**Run 1: metal layers overlaid**

The bar under the picture is 20 µm long. Only two layers are drawn.
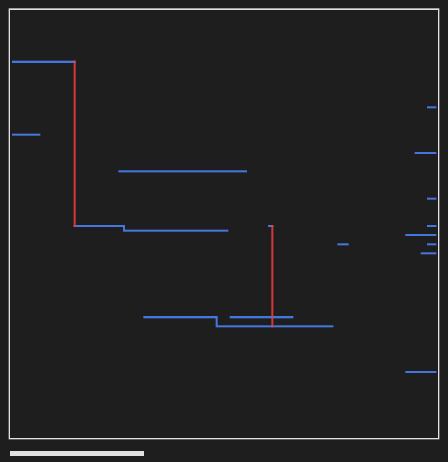
**Run 1: cell classes on the final placement**

The bar under the picture is 20 µm long.
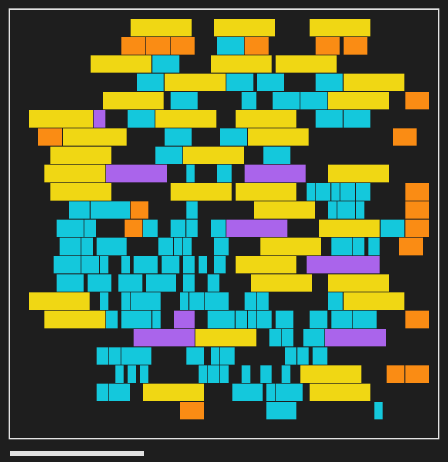
**Run 1: logic cells by family**

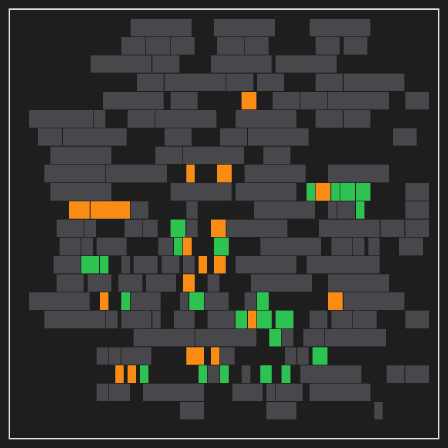
==> src/rtl/uart_rx_cfg_if.sv <==
`default_nettype none
// ============================================================================
// Module   : uart_rx_cfg_if
// Brief    : Ready/valid output bundle of the configurable UART receiver.
// Revision : 1.0 - initial release
// ============================================================================
interface uart_rx_cfg_if #(
    parameter int DATA_BITS = 8
);
    logic [DATA_BITS-1:0] rx_data;
    logic                 rx_valid;
    logic                 rx_ready;
    logic                 parity_err;
    logic                 frame_err;
    logic                 break_det;

    modport master (
        output rx_data,
        output rx_valid,
        output parity_err,
        output frame_err,
        output break_det,
        input  rx_ready
    );

    modport slave (
        input  rx_data,
        input  rx_valid,
        input  parity_err,
        input  frame_err,
        input  break_det,
        output rx_ready
    );
endinterface
`default_nettype wire

==> src/rtl/uart_rx_cfg.sv <==
`default_nettype none
// ============================================================================
// Module   : uart_rx_cfg
// Brief    : Parametrised UART receiver with false-start rejection, error
//            detection and a ready/valid holding register.
// Revision : 1.0 - initial release
// ============================================================================
module uart_rx_cfg #(
    parameter int CLKS_PER_BIT = 8,
    parameter int DATA_BITS    = 8,
    parameter int PARITY_MODE  = 0,
    parameter int STOP_BITS    = 1
) (
    input  logic          clk,
    input  logic          rst_n,
    input  logic          rx_serial,
    uart_rx_cfg_if.master rx_if,
    output logic          overrun,
    output logic          busy
);

    localparam int c_CNT_W = $clog2(CLKS_PER_BIT);
    localparam int c_IDX_W = $clog2(DATA_BITS + 1);

    localparam logic [c_CNT_W-1:0] c_HALF      = c_CNT_W'(CLKS_PER_BIT / 2 - 1);
    localparam logic [c_CNT_W-1:0] c_FULL      = c_CNT_W'(CLKS_PER_BIT - 1);
    localparam logic [c_IDX_W-1:0] c_LAST_DATA = c_IDX_W'(DATA_BITS - 1);
    localparam logic [c_IDX_W-1:0] c_LAST_STOP = c_IDX_W'(STOP_BITS - 1);

    localparam logic [2:0] c_ST_IDLE      = 3'd0;
    localparam logic [2:0] c_ST_START     = 3'd1;
    localparam logic [2:0] c_ST_DATA      = 3'd2;
    localparam logic [2:0] c_ST_PARITY    = 3'd3;
    localparam logic [2:0] c_ST_STOP      = 3'd4;
    localparam logic [2:0] c_ST_WAIT_HIGH = 3'd5;

    logic                 r_sync1;
    logic                 r_sync2;
    logic [2:0]           r_state;
    logic [c_CNT_W-1:0]   r_clk_cnt;
    logic [c_IDX_W-1:0]   r_bit_idx;
    logic [DATA_BITS-1:0] r_shift;
    logic                 r_par_bit;
    logic                 r_stop_any_low;
    logic                 r_stop_all_low;
    logic                 r_done;

    logic [DATA_BITS-1:0] r_rx_data;
    logic                 r_rx_valid;
    logic                 r_parity_err;
    logic                 r_frame_err;
    logic                 r_break_det;
    logic                 r_overrun;

    logic w_rx_s;
    logic w_tick;
    logic w_par_x;
    logic w_par_err;
    logic w_break;

    assign w_rx_s    = r_sync2;
    assign w_tick    = (r_clk_cnt == c_FULL);
    assign w_par_x   = (^r_shift) ^ r_par_bit;
    assign w_par_err = (PARITY_MODE == 1) ? w_par_x :
                       (PARITY_MODE == 2) ? ~w_par_x : 1'b0;
    assign w_break   = (r_shift == '0) && ((PARITY_MODE == 0) || !r_par_bit) && r_stop_all_low;

    always_ff @(posedge clk or negedge rst_n) begin
        if (!rst_n) begin
            r_sync1 <= 1'b1;
            r_sync2 <= 1'b1;
        end else begin
            r_sync1 <= rx_serial;
            r_sync2 <= r_sync1;
        end
    end

    // Frame FSM; r_done pulses the cycle after the final stop-bit sample.
    always_ff @(posedge clk or negedge rst_n) begin
        if (!rst_n) begin
            r_state        <= c_ST_IDLE;
            r_clk_cnt      <= '0;
            r_bit_idx      <= '0;
            r_shift        <= '0;
            r_par_bit      <= 1'b0;
            r_stop_any_low <= 1'b0;
            r_stop_all_low <= 1'b0;
            r_done         <= 1'b0;
        end else begin
            r_done <= 1'b0;
            case (r_state)
                c_ST_IDLE: begin
                    r_clk_cnt <= '0;
                    r_bit_idx <= '0;
                    if (!w_rx_s) begin
                        r_state        <= c_ST_START;
                        r_stop_any_low <= 1'b0;
                        r_stop_all_low <= 1'b1;
                    end
                end
                c_ST_START: begin
                    if (r_clk_cnt == c_HALF) begin
                        r_clk_cnt <= '0;
                        r_state   <= w_rx_s ? c_ST_IDLE : c_ST_DATA;
                    end else begin
                        r_clk_cnt <= r_clk_cnt + 1'b1;
                    end
                end
                c_ST_DATA: begin
                    if (w_tick) begin
                        r_clk_cnt <= '0;
                        r_shift   <= {w_rx_s, r_shift[DATA_BITS-1:1]};
                        if (r_bit_idx == c_LAST_DATA) begin
                            r_bit_idx <= '0;
                            r_state   <= (PARITY_MODE != 0) ? c_ST_PARITY : c_ST_STOP;
                        end else begin
                            r_bit_idx <= r_bit_idx + 1'b1;
                        end
                    end else begin
                        r_clk_cnt <= r_clk_cnt + 1'b1;
                    end
                end
                c_ST_PARITY: begin
                    if (w_tick) begin
                        r_clk_cnt <= '0;
                        r_par_bit <= w_rx_s;
                        r_state   <= c_ST_STOP;
                    end else begin
                        r_clk_cnt <= r_clk_cnt + 1'b1;
                    end
                end
                c_ST_STOP: begin
                    if (w_tick) begin
                        r_clk_cnt <= '0;
                        if (w_rx_s) begin
                            r_stop_all_low <= 1'b0;
                        end else begin
                            r_stop_any_low <= 1'b1;
                        end
                        if (r_bit_idx == c_LAST_STOP) begin
                            r_bit_idx <= '0;
                            r_done    <= 1'b1;
                            // A low final stop bit means the line may be in break; wait it out.
                            r_state   <= w_rx_s ? c_ST_IDLE : c_ST_WAIT_HIGH;
                        end else begin
                            r_bit_idx <= r_bit_idx + 1'b1;
                        end
                    end else begin
                        r_clk_cnt <= r_clk_cnt + 1'b1;
                    end
                end
                c_ST_WAIT_HIGH: begin
                    if (w_rx_s) begin
                        r_state <= c_ST_IDLE;
                    end
                end
                default: begin
                    r_state <= c_ST_IDLE;
                end
            endcase
        end
    end

    // Holding register: commit has priority; a blocked commit only flags overrun.
    always_ff @(posedge clk or negedge rst_n) begin
        if (!rst_n) begin
            r_rx_data    <= '0;
            r_rx_valid   <= 1'b0;
            r_parity_err <= 1'b0;
            r_frame_err  <= 1'b0;
            r_break_det  <= 1'b0;
            r_overrun    <= 1'b0;
        end else if (r_done && (!r_rx_valid || rx_if.rx_ready)) begin
            r_rx_data    <= r_shift;
            r_rx_valid   <= 1'b1;
            r_parity_err <= w_par_err;
            r_frame_err  <= r_stop_any_low;
            r_break_det  <= w_break;
            r_overrun    <= 1'b0;
        end else if (r_done) begin
            r_overrun <= 1'b1;
        end else if (r_rx_valid && rx_if.rx_ready) begin
            r_rx_valid   <= 1'b0;
            r_parity_err <= 1'b0;
            r_frame_err  <= 1'b0;
            r_break_det  <= 1'b0;
            r_overrun    <= 1'b0;
        end
    end

    assign rx_if.rx_data    = r_rx_data;
    assign rx_if.rx_valid   = r_rx_valid;
    assign rx_if.parity_err = r_parity_err;
    assign rx_if.frame_err  = r_frame_err;
    assign rx_if.break_det  = r_break_det;
    assign overrun          = r_overrun;
    assign busy             = (r_state != c_ST_IDLE);

endmodule
`default_nettype wire

==> src/flat_wrapper.sv <==
// flat-port wrapper written by rule: the top's interface ports become plain ports
module uart_rx_cfg_flat 
#(
    parameter int CLKS_PER_BIT = 8,
    parameter int DATA_BITS    = 8,
    parameter int PARITY_MODE  = 0,
    parameter int STOP_BITS    = 1
)
  (clk, rst_n, rx_serial, overrun, busy, rx_if_rx_data, rx_if_rx_valid, rx_if_parity_err, rx_if_frame_err, rx_if_break_det, rx_if_rx_ready);
  uart_rx_cfg_if #(.DATA_BITS(DATA_BITS)) rx_if_i ();
  input  logic clk;
  input  logic rst_n;
  input  logic rx_serial;
  output logic overrun;
  output logic busy;
  output wire logic [$bits(rx_if_i.rx_data)-1:0] rx_if_rx_data;
  output wire logic [$bits(rx_if_i.rx_valid)-1:0] rx_if_rx_valid;
  output wire logic [$bits(rx_if_i.parity_err)-1:0] rx_if_parity_err;
  output wire logic [$bits(rx_if_i.frame_err)-1:0] rx_if_frame_err;
  output wire logic [$bits(rx_if_i.break_det)-1:0] rx_if_break_det;
  input wire logic [$bits(rx_if_i.rx_ready)-1:0] rx_if_rx_ready;
  assign rx_if_rx_data = rx_if_i.rx_data;
  assign rx_if_rx_valid = rx_if_i.rx_valid;
  assign rx_if_parity_err = rx_if_i.parity_err;
  assign rx_if_frame_err = rx_if_i.frame_err;
  assign rx_if_break_det = rx_if_i.break_det;
  assign rx_if_i.rx_ready = rx_if_rx_ready;
  uart_rx_cfg #(.CLKS_PER_BIT(CLKS_PER_BIT), .DATA_BITS(DATA_BITS), .PARITY_MODE(PARITY_MODE), .STOP_BITS(STOP_BITS)) u_core (.clk(clk), .rst_n(rst_n), .rx_serial(rx_serial), .rx_if(rx_if_i), .overrun(overrun), .busy(busy));
endmodule
==> config.mk <==
export PLATFORM = sky130hd
export DESIGN_NAME = uart_rx_cfg_flat
export DESIGN_NICKNAME = d
export VERILOG_FILES = /design/src/rtl/uart_rx_cfg_if.sv /design/src/rtl/uart_rx_cfg.sv /design/src/flat_wrapper.sv
export SDC_FILE = /design/constraint.sdc
export NUM_CORES = 1
export LEC_CHECK = 0
export CAP_MARGIN = 10
export CORE_UTILIZATION = 45
export CTS_BUF_LIST = sky130_fd_sc_hd__clkbuf_16
export DETAILED_ROUTE_END_ITERATION = 8
export PLACE_DENSITY_LB_ADDON = 0.2
export SLEW_MARGIN = 20
export SYNTH_ARGS = -nofsm -noshare
export SYNTH_HDL_FRONTEND = slang
export SYNTH_SLANG_ARGS = --single-unit
==> constraint.sdc <==
create_clock -name clk -period 2.7 [get_ports clk]
set_clock_uncertainty 0.05 [all_clocks]
set_input_delay 0.54 -clock clk [delete_from_list [all_inputs] [get_ports clk]]
set_output_delay 0.54 -clock clk [all_outputs]
set_load 0.01 [all_outputs]
==> flow_metrics.py, run 1 <==
# Generated from Yosys and OpenROAD reports
metrics = {
    "clock_tree": {
        "clkTransAtPathRegs_ps": 50,
        "cts_root_buffer": "clkbuf_16",
        "cts_sinks": 35,
        "cts.repair.resized": 0,
    },
    "sta": {
        "finalSetupViolations": 0,
        "finalCriticalPeriod_ps": 2340,
        "rsz0062_at_grt": "false",
    },
    "global_routing": {
        "grt_pass1_vias": 1138,
        "grt_pass1_wl_um": 5200,
    },
    "final_layout": {
        "comb_area_frac": 0.372,
        "inv_count": 6,
        "n_clock_buffer": 5,
        "ff_count": 35,
        "seq_share": 0.420,
        "nMultiInputCombCells": 104,
    },
    "setup_path": {
        "reg2reg_depth": 6,
        "cp.required_ps": 2110,
    },
    "placed_design": {
        "hpwl_um": 2200,
        "placed_cell_area_um2": 1920,
    },
    "flow_run": {
        "maxCapViolCount": 0,
    },
    "yosys": {
        "synth.top_cell.area_share": 0.480,
        "netlist_area_um2": 1720,
        "synth_area_per_cell_um2": 11.2,
        "topCellsByArea": "dfrtp_1 (48%), mux2_2 (12%), ha_1 (4.4%)",
        "syn_nets": 164,
        "netlist_instances": 154,
    },
    "detailed_routing": {
        "wl_per_cell_um": 14.2,
        "drc": 0,
    },
    "floorplanning": {
        "fp.dieW_um": 63.8,
        "initCoreUtil": 0.470,
    },
    "status": {
        "status": "finished, final reports clean",
    },
    "worst_hold_path": {
        "whs_path_depth": 0,
    },
}
## Picture notes: 'metal layers overlaid'
| colour | layer | wire length |
|---|---|---|
| blue | M3 | 114 µm |
| red | M4 | 39.4 µm |
GRT Total Usage: 0.171
via total after detailed routing: 1,200

## Picture notes: 'cell classes on the final placement'
| colour | class | cells | share of their area |
|---|---|---|---|
| cyan | remaining logic cells | 110 | 39% |
| orange | remaining buffers and delay cells | 19 | 9.0% |
| purple | clock drivers and dummy loads | 8 | 8.3% |
| yellow | registers | 35 | 43% |
total core area: 3660 µm²
Final Util: 0.571

## Picture notes: 'logic cells by family'
| colour | family | cells | most used |
|---|---|---|---|
| orange | nor cells | 18 | nor2_1 |
| green | nand cells | 23 | nand2_1 |
Top cell excl fill/tap: dfrtp_1
non-filler instance count after layout: 220

run 1: per-layer routing:
metal	track usage	wire [µm]	vias to the layer above
li1	-	-	581
met1	0.213	1470	596
met2	0.274	1500	19
met3	0.0589	113	4
met4	0.0597	39	0
met5	0	0	-
run 1: layout by cell type (no fill, tap or decap), types with 3 or more instances in the layout:
| cell type | Yosys | final |
|---|---|---|
| ha_1 | 6 | 6 |
| nand2b_1 | 5 | 5 |
| nand3_1 | 4 | 4 |
| dfrtp_1 | 33 | 33 |
| mux2_2 | 19 | 19 |
| inv_1 | 6 | 6 |
| buf_4 | 1 | 3 |
| clkdlybuf4s50_1 | 0 | 16 |
| a21oi_1 | 8 | 8 |
| nand2_1 | 10 | 10 |
| clkbuf_16 | 0 | 5 |
| a32oi_1 | 3 | 3 |
| nor2_1 | 8 | 8 |
| o21ai_0 | 9 | 9 |
run 1: power breakdown:
part / switching, mW / total, mW / internal (mW)
combinational: 0.231 / 0.431 / 0.200
sequential: 0.0480 / 0.623 / 0.575
clock: 0.211 / 0.646 / 0.435
run 1: kinds of logic (layout without fill, tap and decap cells):
kind of cell,count (synthesis),count (layout),share of synthesized area
fa+ha+maj,7,7,0.0495
other cells,1,1,0.00218
compound gates,27,27,0.102
simple gates,48,48,0.163
mux,21,21,0.136
flops,35,35,0.511
buf+inv,15,33,0.0371
run 1: worst paths after layout:
kind | startpoint | endpoint | slack (ps)
min reg2reg | u_core.r_sync1 | u_core.r_sync2 | 310
max in group asynchronous | rst_n | u_core.r_sync1 | 1630
min | u_core.r_sync1 | u_core.r_sync2 | 310
max reg2reg | u_core.r_clk_cnt[0] | u_core.r_state[2] | 590
max | u_core.r_state[1] | busy | 360
min in group asynchronous | rst_n | u_core.rx_if.break_det | 630
==> inputs of run 2 (changes only) <==
- clock period: 2.7 -> 2.9 ns (I/O delays scaled with it)
==> flow_metrics.py, run 2 <==
# Generated from Yosys and OpenROAD reports
metrics = {
    "status": {
        "status": "finished, final reports clean",
    },
    "yosys": {
        "synth.top_cell.area_share": 0.480,
        "topCellsByArea": "dfrtp_1 (48%), mux2_2 (12%), ha_1 (4.4%)",
        "synth_area_per_cell_um2": 11.2,
        "netlist_instances": 154,
        "syn_nets": 164,
    },
    "floorplanning": {
        "core-area_um2": 3660,
        "fp.dieW_um": 63.8,
    },
    "flow_run": {
        "maxCapViolCount": 0,
    },
    "setup_path": {
        "r2r-end": "u_core.r_state[1]",
        "crit_end": "busy",
        "reg2reg_depth": 6,
    },
    "global_routing": {
        "grt_pass1_wl_um": 5580,
        "grt_pass1_vias": 1171,
        "groute.usage.overall": 0.185,
    },
    "final_layout": {
        "finalNonFillerCells": 219,
        "lay_top_count": "dfrtp_1",
        "lay_top_cells": "dfrtp_1 (33), mux2_2 (19), clkdlybuf4s50_1 (16)",
    },
    "clock_tree": {
        "clkTransAtPathRegs_ps": 50,
    },
    "placed_design": {
        "hpwl_um": 2340,
    },
    "power": {
        "clkPwrFrac": 0.339,
        "power_switching_uw": 452,
        "intPower_mw": 1.02,
    },
}
==> run 2: cell counts after synthesis <==
Identical to the previous run, type by type.
==> run 2: cells by family (layout without fill, tap and decap cells) <==
logic type | count (synthesis) | in the layout | synth area share
fa+ha+maj | 7 | 7 | 0.0495
other cells | 1 | 1 | 0.00218
compound gates | 27 | 27 | 0.102
simple gates | 48 | 48 | 0.163
buf+inv | 15 | 32 | 0.0371
mux | 21 | 21 | 0.136
flops | 35 | 35 | 0.511
==> run 2: per-layer routing <==
metal	GRT usage	wire [µm]	vias to the layer above
li1	-	-	581
met1	0.217	1430	616
met2	0.310	1780	30
met3	0.0536	142	7
met4	0.0852	66	0
met5	0	0	-
==> run 2: worst min path at each step <==
stage | startpoint | end | depth (start not counted)
after detailed placement | u_core.r_sync1 | u_core.r_sync2 | 0
after global placement | u_core.r_sync1 | u_core.r_sync2 | 0
final | u_core.r_sync1 | u_core.r_sync2 | 0
after global routing | u_core.r_sync1 | u_core.r_sync2 | 0
after CTS | u_core.r_sync1 | u_core.r_sync2 | 0
after floorplan | rst_n | u_core.overrun | 0
==> run 2: power by group through the flow <==
stage / Clock, mW / Sequential, mW / Combinational, mW
4_1_cts: 0.512 / 0.607 / 0.369
3_3_place_gp: 0 / 0.610 / 0.346
2_1_floorplan: 0 / 0.572 / 0.304
3_5_place_dp: 0 / 0.616 / 0.366
6_report: 0.501 / 0.609 / 0.367
5_1_grt: 0.538 / 0.616 / 0.403
==> run 2: layout make-up <==
cell class              instances  area [µm²]
flip-flops and latches         35         878
clock buffers                   5         125
well taps                      48        60.1
repair buffers                 18         175
multi-input cells             104         778
clock inverters                 3        16.3
fillers                       322        1610
inverters                       6        22.5
==> run 2: worst max-delay path, stage by stage, from the launching register on <==
cell	delay, ps
dfrtp_1	560
or3_1	410
clkdlybuf4s50_1	490
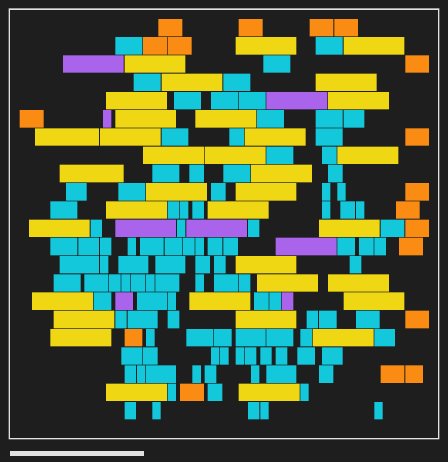
**Above:** run 2 (cell classes on the final placement).
The bar under the picture is 20 µm long.
| colour | class | cells | share of their area |
|---|---|---|---|
| orange | remaining buffers and delay cells | 18 | 8.8% |
| cyan | remaining logic cells | 110 | 40% |
| yellow | registers | 35 | 44% |
| purple | clock drivers and dummy loads | 8 | 7.1% |
Final Util: 0.562
std cell rows: 22

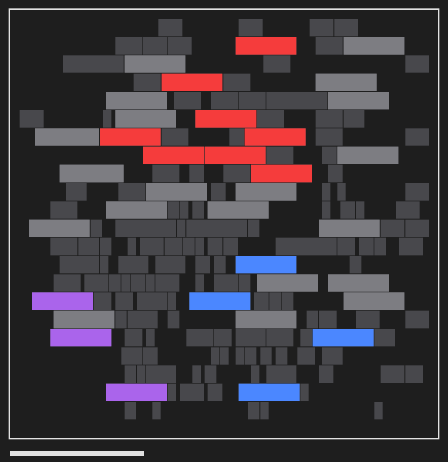
**Above:** run 2 (where the registers sit).
The bar under the picture is 20 µm long. Other sequential cells in the stronger grey, the rest of the logic in the fainter grey.
| colour | netlist name | sequential cells |
|---|---|---|
| red | `u_core.r_shift` | 8 |
| purple | `u_core.r_clk_cnt` | 3 |
| blue | `u_core.r_bit_idx` | 4 |
not coloured: 20
P_seq: 609 µW
Flop area: 878 µm²
Seq/total area: 0.427

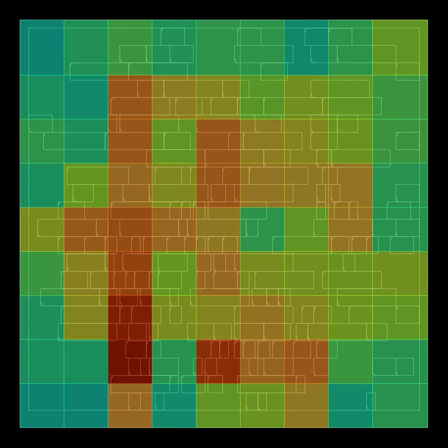
**Above:** run 2 (track usage over the die).
WL per Instance: 15.6 µm
M2 GR Usage: 0.310
GRT Max-Usage Layer: met2
M3 GR Usage: 0.0536

==> inputs of run 3 (changes only) <==
- clock period: 2.9 -> 1.9 ns (I/O delays scaled with it)
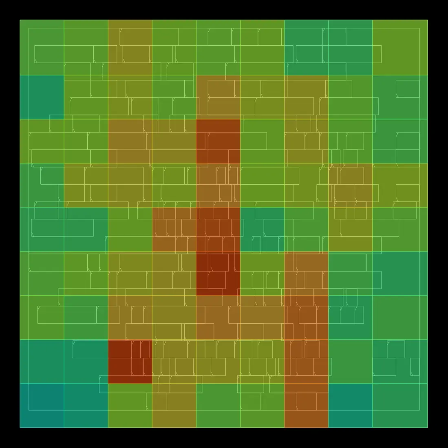
**Above:** run 3 (track usage over the die).
Final Util: 0.617
M3 GR Usage: 0.0446
WL per Instance: 13.5 µm

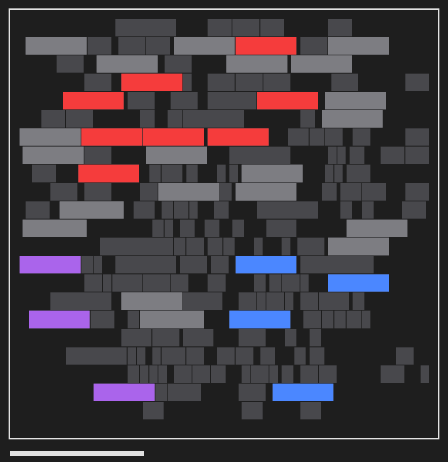
**Above:** run 3 (where the registers sit).
The bar under the picture is 20 µm long. Other sequential cells in the stronger grey, the rest of the logic in the fainter grey.
Flop area: 880 µm²
Seq/total area: 0.389
P_seq: 897 µW

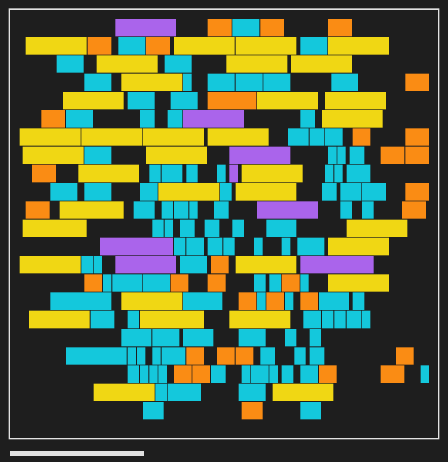
**Above:** run 3 (cell classes on the final placement).
The bar under the picture is 20 µm long.
design area: 2260 µm²

==> flow_metrics.py, run 3 <==
# Generated from Yosys and OpenROAD reports
metrics = {
    "status": {
        "violations": "negative setup slack",
        "status": "complete, but fails checks",
    },
    "sta": {
        "rsz0062_at_grt": "true",
        "finalCriticalPeriod_ps": 1960,
        "finalSetupViolations": 3,
        "worst_slack_ps": -62.2,
    },
    "final_layout": {
        "finalNonFillerCells": 234,
    },
    "yosys": {
        "syn_nets": 164,
        "topCellsByArea": "dfrtp_1 (48%), mux2_2 (12%), ha_1 (4.4%)",
    },
    "floorplanning": {
        "fp-row-count": 22,
        "fp.dieW_um": 63.8,
        "initCoreUtil": 0.470,
    },
    "clock_tree": {
        "clkTransAtPathRegs_ps": 50,
        "cts_root_buffer": "clkbuf_16",
        "cts_sinks": 35,
        "cts.repair.resized": 2,
    },
    "flow_run": {
        "maxCapViolCount": 0,
    },
    "detailed_routing": {
        "vias": 1261,
    },
    "setup_path": {
        "cp.required_ps": 2010,
    },
    "placed_design": {
        "placed_cell_area_um2": 2050,
    },
    "global_routing": {
        "grt.met1_usage": 0.205,
        "grt_pass1_vias": 1247,
    },
}
-- run 3: path summary, 6_finish.rpt --
check,start,end,slack [ps],cells after the start
min in group asynchronous,rst_n,u_core.r_bit_idx[2],460,2
setup / recovery,u_core.r_bit_idx[0],u_core.r_state[2],-60,6
hold / removal,u_core.r_sync1,u_core.r_sync2,300,0
max in group asynchronous,rst_n,u_core.r_sync1,990,2
hold reg to reg,u_core.r_sync1,u_core.r_sync2,300,0
setup reg to reg,u_core.r_bit_idx[0],u_core.r_state[2],-60,6
-- run 3: where the power goes --
part	total [mW]	switching (mW)	leakage, nW	internal (mW)
Combinational	0.730	0.353	0.453	0.378
Clock	1.03	0.288	0.0952	0.746
Sequential	0.897	0.0776	0.466	0.820
-- run 3: cell type report --
class	instances	area, µm²
sequential	35	880
multi-input combinational	104	808
tap	48	60.1
clock buffer	5	125
fill	301	1400
clock inverter	3	63.8
inverter	6	22.5
timing repair buffer	33	299
-- run 3: worst max-delay path, delay by kind of cell (launching register included) --
family                     cells  cell delay [ps]
and+or+nand+nor                2              550
DFF                            1              370
muxes                          1              360
AOI/OAI and AO/OA              1              300
adders and majority gates      1              140
buffers and inverters          1               80
-- run 3: layer usage --
metal / share of wire / routed length, µm
met5: 0 / 0
met4: 0.0057 / 18
met3: 0.030 / 96
met2: 0.50 / 1570
met1: 0.47 / 1480
-- run 3: logic make-up (layout without fill, tap and decap cells) --
group,count (synthesis),in the layout,share of synthesized area
other cells,1,1,0.00218
flops,35,35,0.511
fa+ha+maj,7,7,0.0495
buf+inv,15,47,0.0371
compound gates,27,27,0.102
simple gates,48,48,0.163
mux,21,21,0.136
Power and IR drop assume default switching activity.
